===== src/rtl/clk_freq_meter.sv =====
// Counts rising edges of one selected asynchronous clock over a programmable
// window of clk_i cycles, then reports the count, saturation and range check.
//
// state | meaning
// ------+-------------------------------------------------------------
// IDLE  | ready for a request; ready_o high
// SYNC  | 2 cycles letting the synchronizer settle; edges are discarded
// MEAS  | W cycles counting detected edges on the latched channel
// DONE  | result held on count_o/ovf_o/in_range_o; valid_o high
module clk_freq_meter #(
   parameter int NumClks  = 3,
   parameter int WinWidth = 16,
   parameter int CntWidth = 16,
   localparam int SelWidth = (NumClks > 1) ? $clog2(NumClks) : 1
) (
   input  logic                clk_i,
   input  logic                rst_ni,
   input  logic [NumClks-1:0]  meas_clk_i,
   input  logic [SelWidth-1:0] sel_i,
   input  logic [WinWidth-1:0] win_cycles_i,
   input  logic [CntWidth-1:0] lo_thr_i,
   input  logic [CntWidth-1:0] hi_thr_i,
   input  logic                req_i,
   output logic                ready_o,
   output logic                valid_o,
   input  logic                ready_i,
   output logic [CntWidth-1:0] count_o,
   output logic                ovf_o,
   output logic                in_range_o
);

   localparam int PadWidth = 1 << SelWidth;
   localparam logic [WinWidth-1:0] TmrOne = WinWidth'(1);
   localparam logic [CntWidth-1:0] CntOne = CntWidth'(1);

   typedef enum logic [1:0] {
      ST_IDLE,
      ST_SYNC,
      ST_MEAS,
      ST_DONE
   } state_t;

   state_t state_q, state_d;

   logic [NumClks-1:0]  sync1_q, sync2_q, hist_q;
   logic [PadWidth-1:0] sync_pad, hist_pad;
   logic                edge_det;

   logic [SelWidth-1:0] sel_q;
   logic [WinWidth-1:0] win_q;
   logic [CntWidth-1:0] lo_q, hi_q;
   logic                latch_en;

   logic [WinWidth-1:0] tmr_q, tmr_d;
   logic [CntWidth-1:0] cnt_q, cnt_d, cnt_inc;
   logic                ovf_q, ovf_d;
   logic                in_range_q, in_range_d;

   always_ff @(posedge clk_i or negedge rst_ni) begin
      if (!rst_ni) begin
         sync1_q <= '0;
         sync2_q <= '0;
         hist_q  <= '0;
      end else begin
         sync1_q <= meas_clk_i;
         sync2_q <= sync1_q;
         hist_q  <= sync2_q;
      end
   end

   // Unused select codes map onto constant-zero channels, so they count nothing.
   always_comb begin
      sync_pad = '0;
      hist_pad = '0;
      sync_pad[NumClks-1:0] = sync2_q;
      hist_pad[NumClks-1:0] = hist_q;
   end

   assign edge_det = sync_pad[sel_q] & ~hist_pad[sel_q];
   assign cnt_inc  = cnt_q + CntOne;

   always_comb begin
      state_d    = state_q;
      tmr_d      = tmr_q;
      cnt_d      = cnt_q;
      ovf_d      = ovf_q;
      in_range_d = in_range_q;
      latch_en   = 1'b0;
      case (state_q)
         ST_IDLE: begin
            if (req_i) begin
               state_d    = ST_SYNC;
               tmr_d      = TmrOne;
               cnt_d      = '0;
               ovf_d      = 1'b0;
               in_range_d = 1'b0;
               latch_en   = 1'b1;
            end
         end
         ST_SYNC: begin
            if (tmr_q == '0) begin
               state_d = ST_MEAS;
               tmr_d   = (win_q == '0) ? '0 : win_q - TmrOne;
            end else begin
               tmr_d = tmr_q - TmrOne;
            end
         end
         ST_MEAS: begin
            if (edge_det && !ovf_q) begin
               cnt_d = cnt_inc;
               ovf_d = &cnt_inc;
            end
            // The range flag is taken from the final count so it lands with valid_o.
            if (tmr_q == '0) begin
               state_d    = ST_DONE;
               in_range_d = !ovf_d && (cnt_d >= lo_q) && (cnt_d <= hi_q);
            end else begin
               tmr_d = tmr_q - TmrOne;
            end
         end
         ST_DONE: begin
            if (ready_i) state_d = ST_IDLE;
         end
         default: state_d = ST_IDLE;
      endcase
   end

   always_ff @(posedge clk_i or negedge rst_ni) begin
      if (!rst_ni) begin
         state_q    <= ST_IDLE;
         tmr_q      <= '0;
         cnt_q      <= '0;
         ovf_q      <= 1'b0;
         in_range_q <= 1'b0;
      end else begin
         state_q    <= state_d;
         tmr_q      <= tmr_d;
         cnt_q      <= cnt_d;
         ovf_q      <= ovf_d;
         in_range_q <= in_range_d;
      end
   end

   always_ff @(posedge clk_i or negedge rst_ni) begin
      if (!rst_ni) begin
         sel_q <= '0;
         win_q <= '0;
         lo_q  <= '0;
         hi_q  <= '0;
      end else if (latch_en) begin
         sel_q <= sel_i;
         win_q <= win_cycles_i;
         lo_q  <= lo_thr_i;
         hi_q  <= hi_thr_i;
      end
   end

   assign ready_o    = (state_q == ST_IDLE);
   assign valid_o    = (state_q == ST_DONE);
   assign count_o    = cnt_q;
   assign ovf_o      = ovf_q;
   assign in_range_o = in_range_q;

endmodule


===== config.mk =====
export PLATFORM = sky130hd
export DESIGN_NAME = clk_freq_meter
export DESIGN_NICKNAME = d
export VERILOG_FILES = /design/src/rtl/clk_freq_meter.sv
export SDC_FILE = /design/constraint.sdc
export NUM_CORES = 1
export LEC_CHECK = 0
export CAP_MARGIN = 15
export CORE_AREA = 4 4 124 126
export CTS_BUF_LIST = sky130_fd_sc_hd__clkbuf_16
export CTS_CLUSTER_SIZE = 30
export DETAILED_ROUTE_END_ITERATION = 16
export DIE_AREA = 0 0 128 130
export SYNTH_ARGS = -nofsm -noshare
export SYNTH_HDL_FRONTEND = slang
export SYNTH_SLANG_ARGS = --single-unit

===== constraint.sdc =====
create_clock -name clk_i -period 3.3 [get_ports clk_i]
set_input_delay 0.66 -clock clk_i [delete_from_list [all_inputs] [get_ports clk_i]]
set_output_delay 0.66 -clock clk_i [all_outputs]
set_load 0.05 [all_outputs]

==> reports/results.md, run 1 <==
| Result | Value |
|---|---|
| Clk slew on worst S/H paths | 0.07 ns |
| Clock Tree Root | sky130_fd_sc_hd__clkbuf_16 |
| Reg2reg setup slack | 0.13 ns |
| Total CTS buffers | 9 |
| RR Startpoint | sel_q[1] |
| Share of Yosys cell area claimed by the top area cell type | 0.420 |
| RR Endpoint | in_range_o |
| Floorplan die area | 0.0166 mm2 |
| Largest cells by area after synthesis | sky130_fd_sc_hd__dfrtp_1 (42%), sky130_fd_sc_hd__mux2_2 (10%), sky130_fd_sc_hd__ha_1 (8.8%), sky130_fd_sc_hd__xnor2_1 (3.3%), sky130_fd_sc_hd__o21ai_0 (3.0%) |
| Detailed placer's ending HPWL | 10800 um |
| Switching power total | 2.66 mW |
| Maximum level of the CTS H-tree | 3 |
| Post-detailed-routing wire length | 14500 um |
| Placed standard-cell area | 0.00678 mm2 |
| Max Buffers Root-to-Sink | 2 |
| Normalized max-slew margin | 0.515 |
| Pre-Repair DR Iteration Count | 6 |
| Ys flop type | sky130_fd_sc_hd__dfrtp_1 |
| Proportion of power drawn by flip-flops and latches | 0.311 |
| Synthesis Warnings | 0 |
| #FFs+latches synth | 95 |
| Via count of the first global-routing pass | 4697 |
| Final Hold Violating Endpoints | 0 |
| Fin worst setup slack | 0.127 ns |
| Worst setup path category | reg2reg |
| Share of synthesized registers carrying an async set or reset | 1.00 |
| Core Footprint | 0.0143 mm2 |
| Leading area contributor after synthesis | sky130_fd_sc_hd__dfrtp_1 |
| Worst ir drop on vdd | 386 uV |
| Power share of the clock group | 0.167 |
| Combinational group share of total power | 0.522 |
| Cell count after synthesis | 561 |
| Largest net degree at the start of global routing | 42 |
| Startpoint type of the worst setup path | register |
| Switching fraction of total power | 0.420 |
| Final tally of max-slew violations | 0 |
| Share of final-layout standard cells stronger than drive strength 1 | 0.196 |
| Tally of unique sky130hd cells used after synthesis | 57 |
| Run status | finished clean |
| Proportion of synthesized chip area in sequential cells | 0.420 |
| Top fanout value on the critical path | 6 |
| CTS tree | yes |
| Overall power consumption | 6.35 mW |
| Avg Inst Size Synth | 10.1 um2 |
==> run 1: state kept, by name, indices dropped and copies added (netlist names) <==
register,flops
tmr_q,16
sync1_q,3
hi_q,16
lo_q,16
sync2_q,3
hist_q,3
state_q,2
sel_q,2
ovf_o,1
count_o,16
win_q,16
in_range_o,1
==> run 1: area by class of cell <==
class                      instances  area share
sequential                        95       0.328
multi-input combinational        401       0.432
clock inverter                     7      0.0102
tap                              184      0.0317
timing repair buffer             112       0.144
inverter                          45      0.0233
clock buffer                       9      0.0310
==> run 1: Yosys cell counts, drive strengths merged (7+ instances only) <==
cell type / count
a21oi: 26
a22o: 16
buf: 9
clkbuf: 11
dfrtp: 95
ha: 40
inv: 45
mux2: 50
nand2: 33
nand3: 17
nand4: 15
nor2: 24
nor3: 14
nor4: 9
o21ai: 35
o31ai: 7
or3: 10
xnor2: 21
xor2: 12
==> run 1: metal layers <==
layer  global-route usage  wire length [um]  share of wire  vias to the layer above
met3               0.0303               624          0.043                       25
li1                     -                 -              -                     2253
met4               0.0824               318          0.022                        0
met5                    0                 0              0                        -
met1                0.246              6780           0.47                     2275
met2                0.279              6740           0.47                      132
==> run 1: through the flow <==
step           std cells   util
2_1_floorplan        561      -
3_3_place_gp         826  0.473
3_5_place_dp         826  0.473
4_1_cts              846  0.498
5_1_grt              853  0.507
6_report             853  0.507
==> run 1: kinds of logic after synthesis <==
logic type | count (synthesis) | share of synthesized area
compound gates | 122 | 0.145
xor+xnor | 33 | 0.0511
fa+ha+maj | 40 | 0.0885
buf+inv | 65 | 0.0440
flops | 95 | 0.420
mux | 53 | 0.105
simple gates | 153 | 0.147
==> run 1: power by group through the flow <==
stage	logic, mW	clock network [mW]	registers (mW)
floorplan	2.33	0	1.91
global placement	3.09	0	1.97
detailed placement	3.16	0	1.99
CTS	3.20	1.08	1.97
global route	3.66	1.13	2.04
finish	3.31	1.06	1.97
==> run 1: timing repair <==
item                       4_1_cts  5_1_grt
pin swaps                        2       10
setup endpoints to repair        1        1
resized                          4       14
setup buffers                    4        7
==> run 1: worst max-delay path: stages (launching register included) <==
cell and delay (ns):
sky130_fd_sc_hd__dfrtp_1 0.38, sky130_fd_sc_hd__or3b_4 0.39, sky130_fd_sc_hd__a22o_4 0.29, sky130_fd_sc_hd__nor2_4 0.15, sky130_fd_sc_hd__buf_4 0.17, sky130_fd_sc_hd__nand4_1 0.19, sky130_fd_sc_hd__xnor2_2 0.21, sky130_fd_sc_hd__ha_1 0.30
sky130_fd_sc_hd__a21o_1 0.19, sky130_fd_sc_hd__a2111oi_4 0.40, sky130_fd_sc_hd__o221ai_2 0.15, sky130_fd_sc_hd__a41o_1 0.24
==> run 1: how the worst max path moves through the flow <==
| stage | from | to | slack, ns | cells after the start |
|---|---|---|---|---|
| floorplan | count_o[1] | in_range_o | 0.01 | 12 |
| global placement | sel_q[1] | in_range_o | 0.04 | 12 |
| detailed placement | sel_q[1] | in_range_o | -0.16 | 11 |
| CTS | sel_q[1] | in_range_o | 0.01 | 11 |
| global route | sel_q[1] | in_range_o | -0.005 | 12 |
| finish | sel_q[1] | in_range_o | 0.13 | 11 |
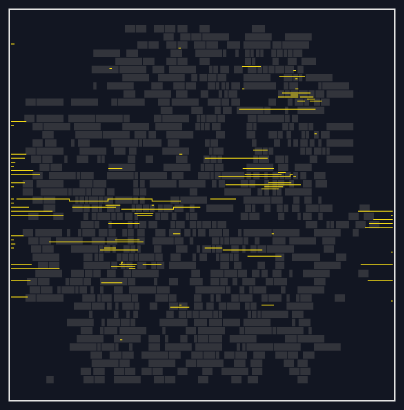
*M3 wires, run 1*
(3 px per um) Cells faint in the background.
71 nets have wire on it. The layer holds 4.3% of the routed length.

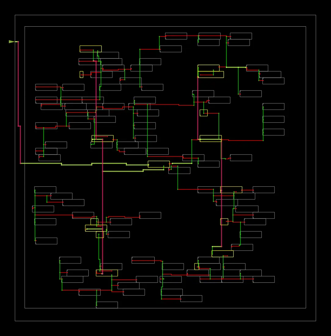
*Clock nets, run 1*
final clock skew: 0.0104 ns
Latency at later pin: 0.36 ns

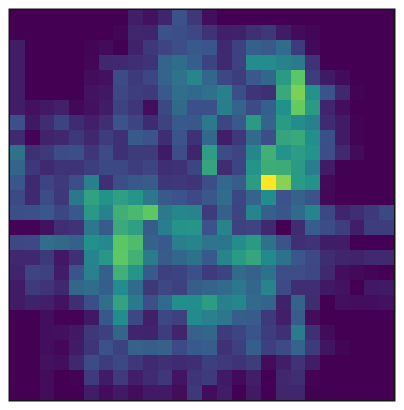
*Wiring heat map, run 1*
(3 px per um) The die is cut into 26 by 26 equal tiles; dark purple is low, yellow is high, scaled to the fullest tile. Values are wire area over tile area, all layers added.
23% of the tiles are nearly empty. The densest ninth of the die: center. The emptiest ninth of the die: north-west. 7.5% of the tiles are over half the peak. The fullest tile reaches 0.71.

==> run 1 -> run 2 <==
--- a/config.mk
+++ b/config.mk
@@ -6,11 +6,12 @@
 export NUM_CORES = 1
 export LEC_CHECK = 0
 export CAP_MARGIN = 15
-export CORE_AREA = 4 4 124 126
+export CORE_AREA = 4 4 112 114
 export CTS_BUF_LIST = sky130_fd_sc_hd__clkbuf_16
 export CTS_CLUSTER_SIZE = 30
 export DETAILED_ROUTE_END_ITERATION = 16
-export DIE_AREA = 0 0 128 130
+export DIE_AREA = 0 0 116 118
+export PLACE_DENSITY = 0.75
 export SYNTH_ARGS = -nofsm -noshare
 export SYNTH_HDL_FRONTEND = slang
 export SYNTH_SLANG_ARGS = --single-unit
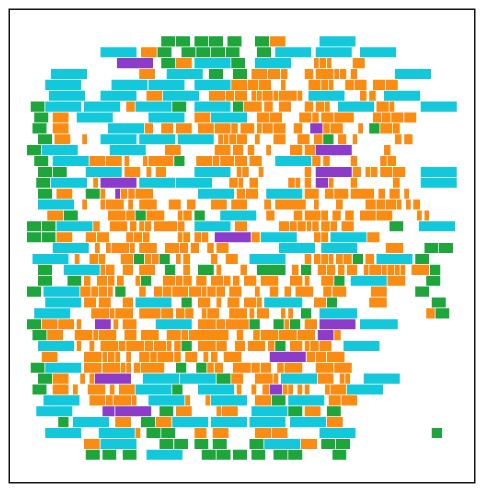
*Placement by cell class, run 2*
(4 px per um)
Key: registers = cyan [cells 95]; clock drivers and dummy loads = purple [cells 16]; remaining logic cells = orange [cells 446]; remaining buffers and delay cells = green [cells 105]

==> reports/results.md, run 2 <==
| Result | Value | vs previous |
|---|---|---|
| Largest net degree at the start of global routing | 56 | was 42 |
| Tally of unique sky130hd cells used after synthesis | 57 | unchanged |
| Final tally of max-slew violations | 0 | unchanged |
| Synthesis Warnings | 0 | unchanged |
| Clock Tree Root | sky130_fd_sc_hd__clkbuf_16 | unchanged |
| Share of final-layout standard cells stronger than drive strength 1 | 0.189 | was 0.196 |
| Run status | finished clean | unchanged |
| Floorplan die area | 0.0137 mm2 | was 0.0166 mm2 |
| Top fanout value on the critical path | 6 | unchanged |
| Worst ir drop on vdd | 645 uV | was 386 uV |
| Leading cell types by count after synthesis | sky130_fd_sc_hd__dfrtp_1 (95), sky130_fd_sc_hd__mux2_2 (50), sky130_fd_sc_hd__inv_1 (45) | unchanged |
| Most frequent cell after synthesis | sky130_fd_sc_hd__dfrtp_1 | unchanged |
| Final Hold Violating Endpoints | 0 | unchanged |
| Tool Warnings | 30 | unchanged |
| Pre-Repair DR Iteration Count | 5 | was 6 |
| Maximum level of the CTS H-tree | 3 | unchanged |
| Avg Inst Size Synth | 10.1 um2 | unchanged |
| Core Footprint | 0.0114 mm2 | was 0.0143 mm2 |
| Largest cells by area after synthesis | sky130_fd_sc_hd__dfrtp_1 (42%), sky130_fd_sc_hd__mux2_2 (10%), sky130_fd_sc_hd__ha_1 (8.8%), sky130_fd_sc_hd__xnor2_1 (3.3%), sky130_fd_sc_hd__o21ai_0 (3.0%) | unchanged |
| Leading area contributor after synthesis | sky130_fd_sc_hd__dfrtp_1 | unchanged |
| Overflow left after global routing | 0 | unchanged |
| Cell count after synthesis | 561 | unchanged |
| CTS tree | yes | unchanged |
| Ys flop type | sky130_fd_sc_hd__dfrtp_1 | unchanged |
| Min-delay worst type | in2async | unchanged |
| Proportion of synthesized chip area in sequential cells | 0.420 | unchanged |
| Normalized max-slew margin | 0.521 | was 0.515 |
| Share of Yosys cell area claimed by the top area cell type | 0.420 | unchanged |
| Latency at later pin | 0.36 ns | about the same |
| Startpoint type of the worst setup path | register | unchanged |
| #FFs+latches synth | 95 | unchanged |
| Total of max-cap violations | 0 | unchanged |
| Setup violation total in the final timing report | 0 | unchanged |
| Clk slew on worst S/H paths | 0.07 ns | about the same |
| Placed standard-cell area | 0.00671 mm2 | was 0.00678 mm2 |
| Max Buffers Root-to-Sink | 2 | unchanged |
| Share of synthesized registers carrying an async set or reset | 1.00 | unchanged |
| Worst setup path category | reg2reg | unchanged |
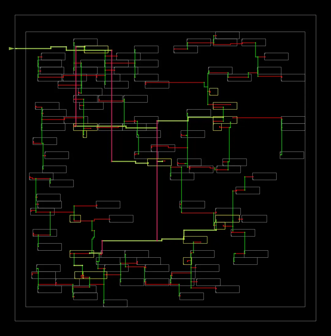
*Clock nets, run 2*
# clk buffers: 9
total CTS buffers: 9
Clk. pwr: 1.02 mW
final clock skew: 0.00836 ns

-- run 2: cell count changes in the layout (fill, tap and decap cells not counted), sizes merged --
| cell | delta |
|---|---|
| inv | +3 |
| clkinv | -2 |
| bufinv | -1 |
| buf | -7 |
-- run 2: worst max-delay path: stages, from the launching register on --
cell and delay (ns):
sky130_fd_sc_hd__dfrtp_1 0.38, sky130_fd_sc_hd__or3b_2 0.48, sky130_fd_sc_hd__a22o_4 0.29, sky130_fd_sc_hd__nor2_4 0.19, sky130_fd_sc_hd__buf_4 0.15, sky130_fd_sc_hd__nand4_1 0.19
sky130_fd_sc_hd__xnor2_2 0.21, sky130_fd_sc_hd__ha_1 0.31, sky130_fd_sc_hd__a21o_1 0.19, sky130_fd_sc_hd__a2111oi_4 0.38, sky130_fd_sc_hd__o221ai_2 0.15, sky130_fd_sc_hd__a41o_1 0.23
-- run 2: repair_timing --
| item | in CTS | in global routing |
|---|---|---|
| hold endpoints to repair | 0 | 0 |
| setup endpoints to repair | 1 | 1 |
| resized | 3 | 16 |
| buffers inserted | 2 | 5 |
| pin swaps | 1 | 14 |
-- run 2: routing by layer --
layer / up-vias / wire length (um) / track usage
met2: 153 / 7180 / 0.349
met5: - / 0 / 0
met4: 0 / 197 / 0.0645
li1: 2237 / - / -
met3: 20 / 910 / 0.0442
met1: 2367 / 6570 / 0.308
-- run 2: report_power, final --
group	switching, mW	total, mW	internal [mW]
clock	0.495	1.02	0.529
combinational	1.85	3.34	1.49
sequential	0.386	1.98	1.59
-- run 2: path summary, 6_finish.rpt --
kind                            start    endpoint  slack, ns  cells past startpoint
setup / recovery             sel_q[1]  in_range_o       0.06                     11
hold / removal                 rst_ni     hi_q[3]       0.35                      1
setup reg to reg             sel_q[1]  in_range_o       0.06                     11
hold reg to reg            sync1_q[0]  sync2_q[0]       0.35                      0
max in group asynchronous      rst_ni     lo_q[1]       2.16                      2
min in group clk_i         sync1_q[0]  sync2_q[0]       0.35                      0
-- run 2: per-stage QoR --
| stage | setup WS (ns) | cells | total power [mW] | hold slack [ns] |
|---|---|---|---|---|
| floorplan | 0.0143 | 561 | 4.24 | 0.331 |
| global placement | -0.119 | 783 | 5.06 | 0.333 |
| detailed placement | -0.190 | 783 | 5.16 | 0.336 |
| CTS | 0.0211 | 801 | 6.25 | 0.353 |
| global route | -0.0125 | 805 | 6.80 | 0.354 |
| finish | 0.0610 | 805 | 6.34 | 0.349 |
-- run 2: layout make-up --
class | instances | area [um2] | area share
multi-input combinational | 401 | 3130 | 0.438
sequential | 95 | 2380 | 0.334
tap | 143 | 179 | 0.0251
inverter | 45 | 169 | 0.0237
clock inverter | 7 | 61.3 | 0.00859
clock buffer | 9 | 225 | 0.0316
timing repair buffer | 105 | 992 | 0.139
-- run 2: kinds of logic after synthesis --
kind of cell	Yosys count	share of synthesized area
adders and majority gates	40	0.0885
and+or+nand+nor	153	0.147
xor gates and xnor gates	33	0.0511
buffers and inverters	65	0.0440
muxes	53	0.105
AOI/OAI and AO/OA	122	0.145
DFF	95	0.420
==> run 2 -> run 3 <==
==> constraint.sdc (replaced) <==
create_clock -name clk_i -period 3.3 [get_ports clk_i]
set_input_delay 0.66 -clock clk_i [delete_from_list [all_inputs] [get_ports clk_i]]
set_output_delay 0.66 -clock clk_i [all_outputs]
set_load 0.01 [all_outputs]
==> reports/results.md, run 3 <==
| Result | Value | vs previous |
|---|---|---|
| Largest non-sequential cell family by area | simple AND/OR/NAND/NOR gates | unchanged |
| Core Footprint | 0.0114 mm2 | unchanged |
| Latency at later pin | 0.35 ns | was 0.36 ns |
| Via count of the first global-routing pass | 4864 | was 4907 |
| Routed met1 length | 6450 um | was 6570 um |
| Final tally of max-slew violations | 0 | unchanged |
| RR Endpoint | in_range_o | unchanged |
| Share of synthesized cell area in full adder, half adder and majority cells | 0.0885 | unchanged |
| Standard cell with the maximum stage delay on the critical path | sky130_fd_sc_hd__or4_4 | was sky130_fd_sc_hd__or3b_2 |
| Met2 routed wirelength | 7060 um | was 7180 um |
| Post-detailed-routing wire length | 14800 um | was 14900 um |
| Top fanout value on the critical path | 5 | was 6 |
| Ys flop type | sky130_fd_sc_hd__dfrtp_1 | unchanged |
| Family with the most delay on the worst path | simple AND/OR/NAND/NOR gates | was AND-OR/OR-AND gates |
| Detailed placer's ending HPWL | 10800 um | was 11000 um |
| CP Buf/Inv Count | 2 | was 1 |
| Tally of unique sky130hd cells used after synthesis | 57 | unchanged |
| Leading cell types by count after synthesis | sky130_fd_sc_hd__dfrtp_1 (95), sky130_fd_sc_hd__mux2_2 (50), sky130_fd_sc_hd__inv_1 (45) | unchanged |
| Share of Yosys cell area claimed by the top area cell type | 0.420 | unchanged |
| Mux contribution to synthesized area | 0.105 | unchanged |
| Simple-gate share of the synthesized area | 0.147 | unchanged |
| Largest cells by area after synthesis | sky130_fd_sc_hd__dfrtp_1 (42%), sky130_fd_sc_hd__mux2_2 (10%), sky130_fd_sc_hd__ha_1 (8.8%), sky130_fd_sc_hd__xnor2_1 (3.3%), sky130_fd_sc_hd__o21ai_0 (3.0%) | unchanged |
| Tool Warnings | 30 | unchanged |
| Run status | finished clean | unchanged |
| #FFs+latches synth | 95 | unchanged |
| Crit path capture | in_range_o | unchanged |
| Normalized max-slew margin | 0.524 | was 0.521 |
| Total of max-cap violations | 0 | unchanged |
| Worst reg2reg path depth | 12 | was 11 |
| Synthesis Warnings | 0 | unchanged |
[run 3: routing by layer]
| metal | vias to the layer above | track usage |
|---|---|---|
| li1 | 2255 | - |
| met1 | 2368 | 0.299 |
| met2 | 210 | 0.340 |
| met3 | 42 | 0.0406 |
| met4 | 0 | 0.0790 |
| met5 | - | 0 |
[run 3: kinds of logic (layout without fill, tap and decap cells)]
logic type | Yosys count | count (layout)
AND-OR/OR-AND | 122 | 122
XOR/XNOR | 33 | 33
adder cells (fa/ha/maj) | 40 | 40
buffers and inverters | 65 | 172
flip-flops | 95 | 95
multiplexers | 53 | 53
AND/OR/NAND/NOR | 153 | 153
[run 3: layout make-up]
cell class                      instances  area [um2]  share of cell area
Clock buffer                            9         225              0.0312
Clock inverter                          7         101              0.0140
Inverter                               45         169              0.0234
Multi-Input combinational cell        401        3130               0.434
Sequential cell                        95        2380               0.329
Tap cell                              143         179              0.0248
Timing Repair Buffer                  111        1040               0.144
[run 3: worst min-delay path by stage]
stage | from | to | slack (ns) | cells past startpoint
floorplan | sync1_q[0] | sync2_q[0] | 0.33 | 0
global placement | sync1_q[0] | sync2_q[0] | 0.33 | 0
detailed placement | sync1_q[2] | sync2_q[2] | 0.34 | 0
CTS | sync1_q[2] | sync2_q[2] | 0.35 | 0
global route | sync1_q[0] | sync2_q[0] | 0.37 | 0
finish | rst_ni | lo_q[9] | 0.33 | 1
[run 3: where the power goes]
part / leakage (nW) / total (mW) / switching, mW / internal (mW)
Combinational: 1.90 / 3.22 / 1.75 / 1.47
Clock: 0.153 / 1.15 / 0.474 / 0.672
Sequential: 1.18 / 1.98 / 0.385 / 1.59
Total: 3.24 / 6.35 / 2.61 / 3.73
[run 3: through the flow]
stage          hold slack, ns  instance area, um2  utilization  power, mW  worst slack [ns]
4_1_cts                 0.355                7090        0.621       6.25           0.00555
5_1_grt                 0.369                7220        0.632       6.79            0.0254
3_5_place_dp            0.339                6710        0.588       5.06            -0.258
2_1_floorplan           0.331                5660            -       4.17            0.0424
6_report                0.332                7220        0.632       6.35             0.154
3_3_place_gp            0.333                6710        0.588       4.92           -0.0882
[run 3: repair_timing]
| action | in CTS | in global routing |
|---|---|---|
| pin swaps | 0 | 12 |
| setup endpoints to repair | 1 | 1 |
| hold buffers | 0 | 0 |
| gates resized | 6 | 12 |
| setup buffers | 3 | 8 |
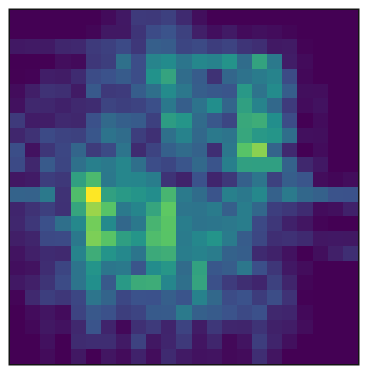
*Wiring heat map, run 3*
(3 px per um) The die is cut into 23 by 24 equal tiles; dark purple is low, yellow is high, scaled to the fullest tile. Values are wire area over tile area, all layers added.
The emptiest ninth of the die: south-east. The densest ninth of the die: center. The mean over all tiles is 0.18. 18% of the tiles are nearly empty.

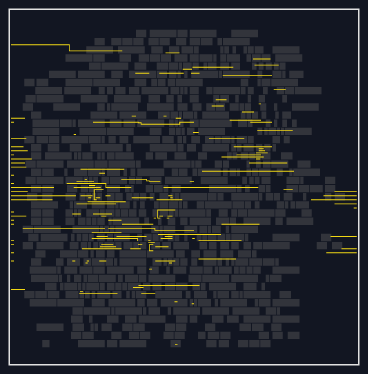
*M3 wires, run 3*
(3 px per um) Cells faint in the background.
The longest straight run is 31.3 um. The wires run mostly horizontal.


==> gallery <==
Drive-strength map.
(2 px per um)
image #1
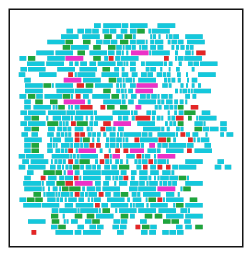
image #2
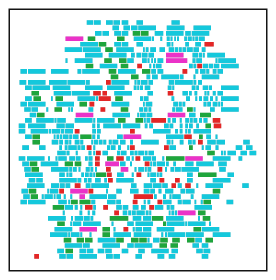
| picture | from |
|---|---|
| image #1 | run 3 |
| image #2 | run 1 |

Power figures rest on the tool's default switching activity, not on a simulated workload.
